### src/rtl/axis_pkt_arbiter.sv
// axis_pkt_arbiter: two-input AXI-Stream packet arbiter in front of the AXIS FIFO.
// Whole packets are granted (locked until last) with round-robin tie breaking.
// Beats pass combinationally from the granted source to the FIFO write side.
// Optional feature macro: AXIS_ARB_MAXLEN_EN (packet truncation at MAX_LEN beats).
module axis_pkt_arbiter #(
  parameter int DW      = 8,
  parameter int MAX_LEN = 2048
) (
  input  logic          clk,
  input  logic          reset,
  input  logic [DW-1:0] s0_data,
  input  logic          s0_valid,
  input  logic          s0_last,
  output logic          s0_ready,
  input  logic [DW-1:0] s1_data,
  input  logic          s1_valid,
  input  logic          s1_last,
  output logic          s1_ready,
  output logic [DW-1:0] m_data,
  output logic          m_valid,
  output logic          m_last,
  output logic          m_wr_en,
  input  logic          m_ready,
  input  logic          fifo_full,
  output logic [1:0]    grant,
  output logic [15:0]   pkt_cnt0,
  output logic [15:0]   pkt_cnt1,
  output logic          trunc_err
);

  typedef enum logic [1:0] {
    IDLE = 2'd0,
    XFER = 2'd1
`ifdef AXIS_ARB_MAXLEN_EN
    , DROP = 2'd2
`endif
  } state_t;

  state_t        state_q, state_d;
  logic          owner_q, owner_d;
  logic          last_grant_q, last_grant_d;
  logic          pkt_done;
  logic          xfer;
  logic          accept;
  logic          sel_valid;
  logic          sel_last;
  logic [DW-1:0] sel_data;

`ifdef AXIS_ARB_MAXLEN_EN
  localparam int BCW = $clog2(MAX_LEN) + 1;
  logic [BCW-1:0] beat_cnt_q;
  logic           at_max;
  assign at_max = (beat_cnt_q == BCW'(MAX_LEN - 1));
`else
  logic unused_max_len;
  assign unused_max_len = (MAX_LEN > 0) ? 1'b0 : 1'b1;
`endif

  assign sel_valid = owner_q ? s1_valid : s0_valid;
  assign sel_last  = owner_q ? s1_last  : s0_last;
  assign sel_data  = owner_q ? s1_data  : s0_data;
  assign accept    = m_ready & ~fifo_full;
  assign m_wr_en   = m_valid;

  // Next-state decision plus the combinational beat mux toward the FIFO
  always_comb begin
    state_d      = state_q;
    owner_d      = owner_q;
    last_grant_d = last_grant_q;
    grant        = 2'b00;
    m_valid      = 1'b0;
    m_data       = '0;
    m_last       = 1'b0;
    s0_ready     = 1'b0;
    s1_ready     = 1'b0;
    pkt_done     = 1'b0;
    xfer         = 1'b0;
    trunc_err    = 1'b0;
    case (state_q)
      IDLE: begin
        if (s0_valid | s1_valid) begin
          state_d = XFER;
          if (s0_valid & s1_valid) owner_d = ~last_grant_q;
          else                     owner_d = s1_valid;
        end
      end
      XFER: begin
        grant    = owner_q ? 2'b10 : 2'b01;
        m_valid  = sel_valid;
        m_data   = sel_data;
        m_last   = sel_last;
        s0_ready = ~owner_q & accept;
        s1_ready = owner_q & accept;
        xfer     = sel_valid & accept;
`ifdef AXIS_ARB_MAXLEN_EN
        if (at_max) m_last = 1'b1;
`endif
        if (xfer) begin
          if (sel_last) begin
            pkt_done     = 1'b1;
            last_grant_d = owner_q;
            state_d      = IDLE;
          end
`ifdef AXIS_ARB_MAXLEN_EN
          else if (at_max) begin
            pkt_done  = 1'b1;
            trunc_err = 1'b1;
            state_d   = DROP;
          end
`endif
        end
      end
`ifdef AXIS_ARB_MAXLEN_EN
      DROP: begin
        grant    = owner_q ? 2'b10 : 2'b01;
        s0_ready = ~owner_q;
        s1_ready = owner_q;
        if (sel_valid & sel_last) begin
          last_grant_d = owner_q;
          state_d      = IDLE;
        end
      end
`endif
      default: state_d = IDLE;
    endcase
  end

  // State, owner, round-robin history and saturating packet counters
  always_ff @(posedge clk or negedge reset) begin
    if (!reset) begin
      state_q      <= IDLE;
      owner_q      <= 1'b0;
      last_grant_q <= 1'b1;
      pkt_cnt0     <= '0;
      pkt_cnt1     <= '0;
    end else begin
      state_q      <= state_d;
      owner_q      <= owner_d;
      last_grant_q <= last_grant_d;
      if (pkt_done && !owner_q && pkt_cnt0 != 16'hFFFF) pkt_cnt0 <= pkt_cnt0 + 16'd1;
      if (pkt_done && owner_q && pkt_cnt1 != 16'hFFFF)  pkt_cnt1 <= pkt_cnt1 + 16'd1;
    end
  end

`ifdef AXIS_ARB_MAXLEN_EN
  // Counts accepted beats of the current packet; cleared whenever XFER is left
  always_ff @(posedge clk or negedge reset) begin
    if (!reset) begin
      beat_cnt_q <= '0;
    end else if (state_q != XFER || state_d != XFER) begin
      beat_cnt_q <= '0;
    end else if (xfer) begin
      beat_cnt_q <= beat_cnt_q + BCW'(1);
    end
  end
`endif

endmodule
### config.mk
export PLATFORM = sky130hd
export DESIGN_NAME = axis_pkt_arbiter
export DESIGN_NICKNAME = d
export VERILOG_FILES = /design/src/rtl/axis_pkt_arbiter.sv
export SDC_FILE = /design/constraint.sdc
export NUM_CORES = 1
export LEC_CHECK = 0
export ABC_AREA = 1
export CORE_MARGIN = 2
export CORE_UTILIZATION = 51
export DETAILED_ROUTE_END_ITERATION = 16
export GPL_TIMING_DRIVEN = 0
export PLACE_DENSITY = 0.93
export SYNTH_ARGS = -nofsm -noshare
export SYNTH_HDL_FRONTEND = slang
export SYNTH_SLANG_ARGS = --single-unit
### constraint.sdc
create_clock -name clk -period 2.4 [get_ports clk]
set_input_delay 0.24 -clock clk [delete_from_list [all_inputs] [get_ports clk]]
set_output_delay 0.24 -clock clk [all_outputs]
set_load 0.01 [all_outputs]
==> reports/results.ini, run 1 <==
[run_status]
run_status=finished clean

[cells_and_area]
largest_cell_class=multi-input combinational cells
diodes=0
n_clock_buffer=7
layout_cells_sized_above_1_pct=10.3
registers=35
multi_input_comb_area_um2=1380
layout.cells.most_common_list=161 x sky130_fd_sc_hd__nand2_1, 69 x sky130_fd_sc_hd__clkdlybuf4s50_1, 38 x sky130_fd_sc_hd__nor2_1, 34 x sky130_fd_sc_hd__dfrtp_1, 23 x sky130_fd_sc_hd__inv_1
final-nonclk-buf-share_pct=23.0
instances_no_fill=490
n_multi_input_combinational_cell=286
inverters_excl_clock=30
flop_area_um2=877
biggestRegsByFlops=pkt_cnt0 x16, pkt_cnt1 x16

[detailed_routing]
detail_route.first_pass.iterations=4
drt-wirelength-per-cell_um=12.2
route.detailed.drc=0
met3_routed_wl_um=437
route.vias.total=2550
topRoutingLayerUsed=met4
drt_iter0_markers=135
routed_wirelength_mm=5.95
vias_per_cell=5.20

[logic_synthesis]
floorplan.nets=384
synth-cells-yosys=358
enable_flop_cells=0
synthesis.area_um2=2430
synthFlopType=sky130_fd_sc_hd__dfrtp_1
yosys_register_bits=35
synth.area.top_cells=sky130_fd_sc_hd__dfrtp_1 35%, sky130_fd_sc_hd__nand2_1 25%, sky130_fd_sc_hd__nor2_1 5.9%
ys_area_um2=2430
syn_avg_cell_area_um2=6.80
top_cells_by_count=161 x sky130_fd_sc_hd__nand2_1, 38 x sky130_fd_sc_hd__nor2_1, 34 x sky130_fd_sc_hd__dfrtp_1
yosysUniqueCellTypes=29
yosysTopAreaCellShare_pct=34.9
largest_area_cell=sky130_fd_sc_hd__dfrtp_1
ys_seq_share_pct=36.0

[sta]
hold-worst-slack_ns=0.0210
final_tally_of_hold_violations=0
setup_repair_after_global_routing_missed_its_margin=no
setup-violations-final=0
slew_viol_final=0
slew-limit-headroom_pct=48.1
finalCritPeriodShare_pct=85.9
maxClockFrequency_ghz=0.485

[floorplanning]
die_w_um=73.1
n_tap_cell=54
initCoreUtil_pct=52.2

[setup_path]
critPathBufInv=4
crit_chain=buf_6 > inv_4 > nand2_2 > nand2_1 > nor2_1 > buf_4 > clkdlybuf4s50_1
cp.arrival_ns=1.82
required_ns=2.16
worst_setup_path_endpoint=m_wr_en
critical_path_class=reg -> out
critical_path.top_delay_family=buffers and inverters
r2r_setup_slk_ns=0.55
worstReg2RegStart=pkt_cnt0[0]

[clock_tree]
post_cts_hold_buffer_count=0
cts_htree_levels=2
cts_inserted_buffers=5
cts_post_setup_buffers_inserted=0
clkSinkCount=35
post_cts_resized=0

[place]
place_hpwl_mm=4.48
post-place-cells=482
buffer_ports.inserted=70
gp_congestion=0.898

[grt]
grt_max_degree=36
use_met1_pct=27.9
via_count_of_the_first_global_routing_pass=2193
grt_overflow=0
track_usage_pct=23.3

[pwr]
internal-power_mw=1.29
p_seq_mw=0.717
total_power_mw=1.99
leakage_nw=1.54
power_density_nw_per_um2=606
p_sw_mw=0.695
pwr-share-seq_pct=36.1

[flow_run]
tool_warnings=26
maxCapViolations=0

run 1: metrics by stage:
stage	instance area (um2)	worst slack, ns
2_1_floorplan	2430	0.776
3_3_place_gp	3200	0.346
3_5_place_dp	3200	0.366
4_1_cts	3280	0.331
5_1_grt	3280	0.242
6_report	3280	0.339
run 1: cell families after synthesis:
| family | synth area share [%] |
|---|---|
| compound gates | 4.37 |
| xor+xnor | 5.04 |
| fa+ha+maj | 1.03 |
| buf+inv | 7.19 |
| flops | 36.0 |
| other cells | 0.154 |
| simple gates | 46.2 |
run 1: worst reg2reg max path, delay by kind of cell, from the launching register on:
family	cells	cell delay, ns
AND/OR/NAND/NOR	6	0.66
flip-flops	1	0.45
buffers and inverters	3	0.36
adder cells (fa/ha/maj)	1	0.28
Run 1, floorplan with the power grid:
Scale: 6 px per um. Pins as bars on the die edge. Tap cells in grey.
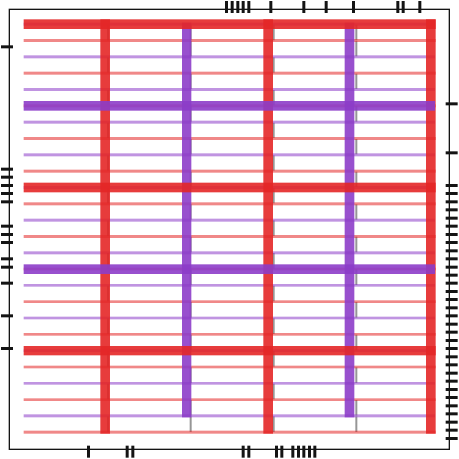
legend:
  purple:
    net: VDD
  red:
    net: VSS
met5 straps: 5
rows: 25
met4 straps: 5
maximum vdd drop: 490 uV
core footprint: 4660 um2

Run 1, cell classes on the final placement:
Scale: 6 px per um. Fill, decap, tap and diode cells in grey.
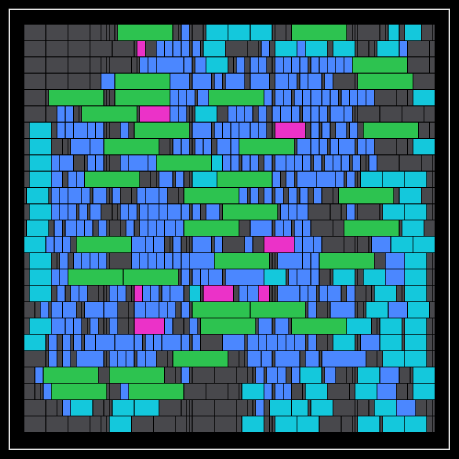
legend:
  cyan:
    class: other buffers and delay cells
    cells: 77
    share_of_their_area: 23%
  magenta:
    class: clock drivers and dummy loads
    cells: 8
    share_of_their_area: 2.5%
  blue:
    class: combinational and other logic
    cells: 316
    share_of_their_area: 47%
  green:
    class: flops
    cells: 35
    share_of_their_area: 27%
flop share of the area: 26.7%
placement row count: 25
utilization after layout: 70.4%
total non-filler cell area in the finished layout: 3280 um2

Run 1, clock distribution:
Scale: 4 px per um.
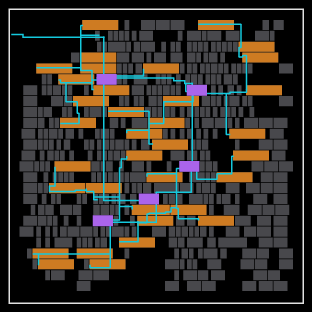
legend:
  cyan:
    item: clock wires
    length: 507 um
  orange:
    item: flip-flops
    count: 35
  purple:
    item: clock drivers
    count: 5
routed clock nets: 6
flops lie: spread over the die
Clk network pwr share: 21.1%
clock-net power: 0.419 mW
later-pin clock latency in the skew report: 0.29 ns
final setup skew: 0.00453 ns

--- run 2 (diff from run 1) ---
--- a/config.mk
+++ b/config.mk
@@ -6,6 +6,7 @@
 export NUM_CORES = 1
 export LEC_CHECK = 0
 export ABC_AREA = 1
+export CAP_MARGIN = 20
 export CORE_MARGIN = 2
 export CORE_UTILIZATION = 51
 export DETAILED_ROUTE_END_ITERATION = 16
Run 2, floorplan with the power grid:
Scale: 6 px per um. Pins as bars on the die edge. Tap cells in grey.
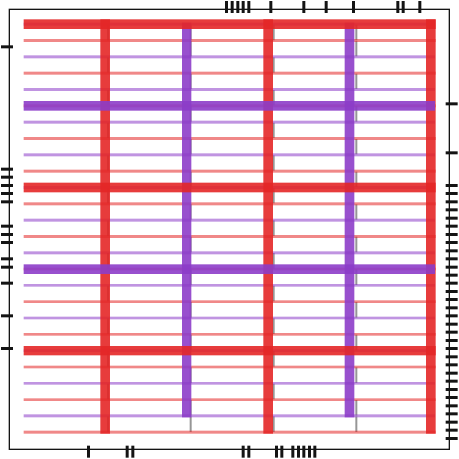
legend:
  purple:
    net: VDD
  red:
    net: VSS
rows: 25
tap cells: 54
met5 straps: 5
signal pins: 72
met4 straps: 5
DIE WIDTH: 73.1 um
Vert. Die Dim: 73.1 um

Run 2, congestion heat map:
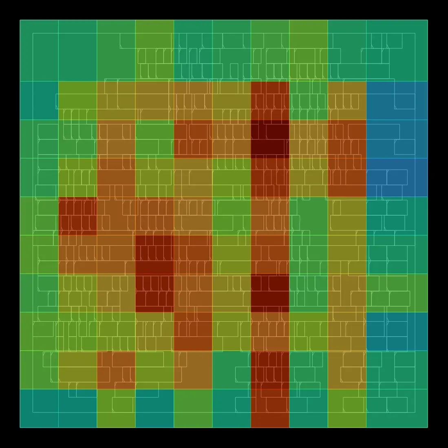
routing usage on met3: 4.97%
met2 usage: 40.7%
Overall Global Routing Usage: 23.3%
met1 GRT Util: 27.9%
wire length per cell: 12.2 um

==> reports/results.ini, run 2 <==
[detailed_routing]
drt_iter0_markers=135
route.detailed.drc=0
vias_per_cell=5.20
route.vias.total=2550
met3_routed_wl_um=437
detail_route.first_pass.iterations=4
topRoutingLayerUsed=met4
routed_wirelength_mm=5.95

[logic_synthesis]
synth-compound-area-share_pct=4.37
synth.area.top_cells=sky130_fd_sc_hd__dfrtp_1 35%, sky130_fd_sc_hd__nand2_1 25%, sky130_fd_sc_hd__nor2_1 5.9%
floorplan.nets=384
synth_adder_area_share_pct=1.03
yosys_register_bits=35
top_logic_kind=simple AND/OR/NAND/NOR gates
ys_seq_share_pct=36.0
enable_flop_cells=0
syn_avg_cell_area_um2=6.80
yosysUniqueCellTypes=29
synth.mux.area_fraction_pct=0
xor_area_share_pct=5.04
synth-cells-yosys=358
synthesis.area_um2=2430
largest_area_cell=sky130_fd_sc_hd__dfrtp_1
yosysTopAreaCellShare_pct=34.9

[setup_path]
crit_chain=buf_6 > inv_4 > nand2_2 > nand2_1 > nor2_1 > buf_4 > clkdlybuf4s50_1
r2r_setup_slk_ns=0.55
critical_path_class=reg -> out
worstReg2RegStart=pkt_cnt0[0]
critical_path.top_delay_family=buffers and inverters
critPathBufInv=4
worst_setup_path_endpoint=m_wr_en

[floorplanning]
row_count=25
initCoreUtil_pct=52.2
floorplan.core_area_um2=4660

[clock_tree]
cts_inserted_buffers=5
cts_post_setup_buffers_inserted=0
cts_htree_levels=2
worstSkewPairLatency_ns=0.29
post_cts_hold_buffer_count=0
post_cts_resized=0

[place]
post-place-cells=482
buffer_ports.inserted=70
gp_congestion=0.898
detailedPlace.worstSlack_ns=0.366

[flow_run]
maxCapViolations=0
tool_warnings=26

[sta]
final_tally_of_hold_violations=0
setup_repair_after_global_routing_missed_its_margin=no
slew_viol_final=0
hold-worst-slack_ns=0.0210
fin_worst_skew_ns=0.00453
maxClockFrequency_ghz=0.485
slew-limit-headroom_pct=48.1

[pwr]
leakage_nw=1.54
power_density_nw_per_um2=606
total_power_mw=1.99

[grt]
wire_length_of_the_first_global_routing_pass_mm=9.72
grt_overflow=0

[run_status]
run_status=finished clean

[cells_and_area]
layout_cells_sized_above_1_pct=10.3
biggestRegsByFlops=pkt_cnt0 x16, pkt_cnt1 x16
final_core_util_pct=70.4
diodes=0

Run 2, clock distribution:
Scale: 4 px per um.
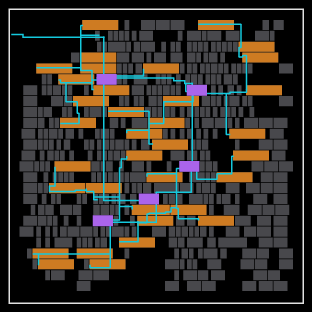
legend:
  orange:
    item: flip-flops
    count: 35
  purple:
    item: clock drivers
    count: 5
  cyan:
    item: clock wires
    length: 507 um
routed clock nets: 6
flops lie: spread over the die

run 2: cell families after synthesis:
group / Yosys count
compound gates: 15
xor+xnor: 14
fa+ha+maj: 2
buf+inv: 37
flops: 35
other cells: 1
simple gates: 254
run 2: area by class of cell:
cell class	instances	area, um2
multi-input cells	286	1380
fillers	388	1380
flip-flops and latches	35	877
repair buffers	70	696
inverters	30	116
clock buffers	7	76.3
well taps	54	67.6
plain buffers	7	58.8
clock inverters	1	5.00
run 2: report_power, final:
| part | internal (mW) | switching (mW) |
|---|---|---|
| clock network | 0.204 | 0.215 |
| registers | 0.651 | 0.0659 |
| logic | 0.436 | 0.414 |
| total | 1.29 | 0.695 |
Power and IR drop assume default switching activity.
